Design nand_apb_host_if_flat, sky130hd; sources not shown.
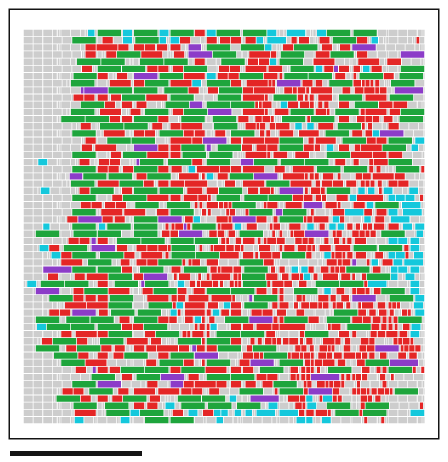
class_map.png
The bar under the picture is 50 um long. Fill, decap, tap and diode cells in grey.
clock drivers and dummy loads -> purple  # cells 52, share of their area 6.5%
remaining logic cells -> red  # cells 754, share of their area 46%
registers -> green  # cells 256, share of their area 41%
remaining buffers and delay cells -> cyan  # cells 116, share of their area 7.2%
register share of the cell area: 39.6%
Rows: 55

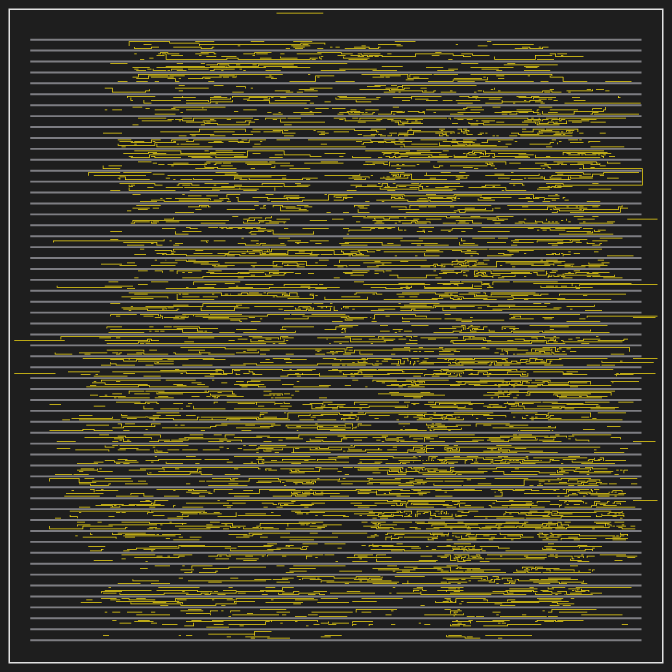
m1.png
Supply wires on this layer in grey.
main direction = horizontal
wire length on this layer = 14500 um
share of all routed wire = 42%
nets with wire on the layer = 1122
M1 GR Usage: 37.3%
vias after detailed routing: 9504

==> flow_summary.ini <==
; generated from flow reports
[clock_tree]
htreeDepth = 1
clock.latency.late_pin_ns = 0.56
cts_tree = built
post_cts_buffers = 0
cts-hold-fix-buffers = 0
post_cts_resized = 0
root_buffer = clkbuf_16
clockBufferDepth = 3
clkTransAtPathRegs_ns = 0.06
cts.sinks = 256
cts_buffers = 29

[global_routing]
grt_usage_pct = 26.4
grt_pass1_vias = 9733
grt_pass1_wl_um = 55400
antenna_found_initial = 0
grt_max_degree = 129
overflow = 0

[final_timing]
max_freq_mhz = 228
worst_slew_pin_slew_ns = 1.03
setup_tns_ns = 0
fin_ws_ns = 0.216
maxSlewHeadroom_pct = 31.4
maxSlewViolCount = 0
hold_violations = 0
rsz0062_at_grt = no
holdWs_ns = 0.203
period_used_pct = 95.3
setup_viol = 0
final.min_clock_period_ns = 4.38
skew_ns = 0.0150

[worst_setup_path]
critPathCaptureType = primary output
cp.arrival_ns = 3.69
reg2reg_depth = 12
startpoint_type = input pin
required_ns = 3.91
cp_max_fo = 9
worstSetupPathType = in2out
r2r_setup_slack_ns = 1.09

[detailed_routing]
drc = 0
firstDrtPassIters = 5
wl_per_cell_um = 23.1
ant_nets = 0
routed_wl_um = 34400
avgViaCountPerCell = 6.37
drt_iter0_markers = 916

[synth]
ys_warn_count = 0
ys_cells = 1097
netlist_area_um2 = 13900
edf_count = 0
synth_seq_share_pct = 46.0
ys.flop_type = dfrtp_1
postSynthAreaPerCell_um2 = 12.7
async_flop_share_pct = 100
synthCells = 1097
synth.distinct_cells = 74
numSynthFlops = 256
ys_chip_area_um2 = 13900

[placement]
pre_cts_slack_ns = 0.101
portBuffers = 74
placed_area_um2 = 15100
place_inst = 1439
gp_congestion = 0.907
dp_hpwl_um = 23100

[job]
warnings = 35
maxCapViolCount = 0

[worst_hold_path]
min_path_type = in2async

[die]
fp.dieW_um = 162
fp_util_pct = 61.2
coreArea_um2 = 22800
dieArea_um2 = 26400
ios = 82
die_h_um = 162

[final_layout]
num_antenna_cells = 0
stdcell_count = 1491
nNetsFinal = 1211
syn_to_final_growth_pct = 15.9
final_cell_mix = dfrtp_1, mux2_2, buf_4, mux4_2, nand2_1
final_util_pct = 70.9
drive_gt1_share_pct = 38.0
layout.cells.most_common = dfrtp_1
logic_area_um2 = 7110
final_area_um2 = 16200
flop_area_um2 = 6410
num-fill-cells = 1496

[power]
vdd_drop_max_mv = 0.263
p_total_w = 0.00624
p_per_area_nw_per_um2 = 386
p_leak_nw = 7.44

[run_status]
run_status = complete, no violations
cells in the mapped netlist, drive strengths merged (10+ instances only):
library cell / count / area [um^2]
ha: 24 / 300
nor3: 28 / 184
xnor2: 19 / 166
a211oi: 10 / 85.1
nor2: 49 / 191
a21oi: 21 / 105
mux4: 53 / 1190
clkbuf: 56 / 210
nor4: 13 / 199
nand2: 53 / 206
dfrtp: 256 / 6410
mux2i: 16 / 160
mux2: 244 / 2810
buf: 36 / 205
and2: 15 / 93.8
inv: 25 / 93.8
nand3: 22 / 128
xor2: 12 / 105
o21ai: 26 / 130
logic make-up (layout without fill, tap and decap cells):
logic type	after synthesis	in the layout	synth area share [%]
muxes	313	313	29.9
and+or+nand+nor	235	235	10.3
xor gates and xnor gates	31	31	1.95
AOI/OAI and AO/OA	115	115	5.76
buffers and inverters	119	195	3.71
adders and majority gates	26	26	2.44
DFF	256	256	46.0
other	2	7	0.0539
worst max-delay path, cell delays in order:
cell	delay, ns
clkdlybuf4s50_1	0.67
clkinv_1	0.19
ha_1	0.25
nor3_1	0.21
nor3_1	0.07
a211oi_1	0.36
nor3_1	0.09
nor2_1	0.16
a2111o_1	0.55
nor2_1	0.22
buf_12	0.22
routing by layer:
metal	share of wire (%)	global-route usage, %
met5	0	0
met2	48	43.0
met3	6.5	3.92
met4	3.0	7.73
met1	42	37.3
layout make-up:
cell class / instances / area share [%]
multi-input combinational: 727 / 44.0
inverter: 27 / 0.627
tap: 313 / 2.42
clock buffer: 40 / 5.06
timing repair buffer: 116 / 6.98
sequential: 256 / 39.6
clock inverter: 12 / 1.25
report_power, final:
| part | internal, W | leakage [nW] | switching [W] |
|---|---|---|---|
| Clock | 0.00152 | 0.501 | 0.000927 |
| Sequential | 0.00235 | 3.51 | 0.000192 |
| Combinational | 0.000463 | 3.43 | 0.000780 |
Power is estimated from default activity; no workload was simulated.
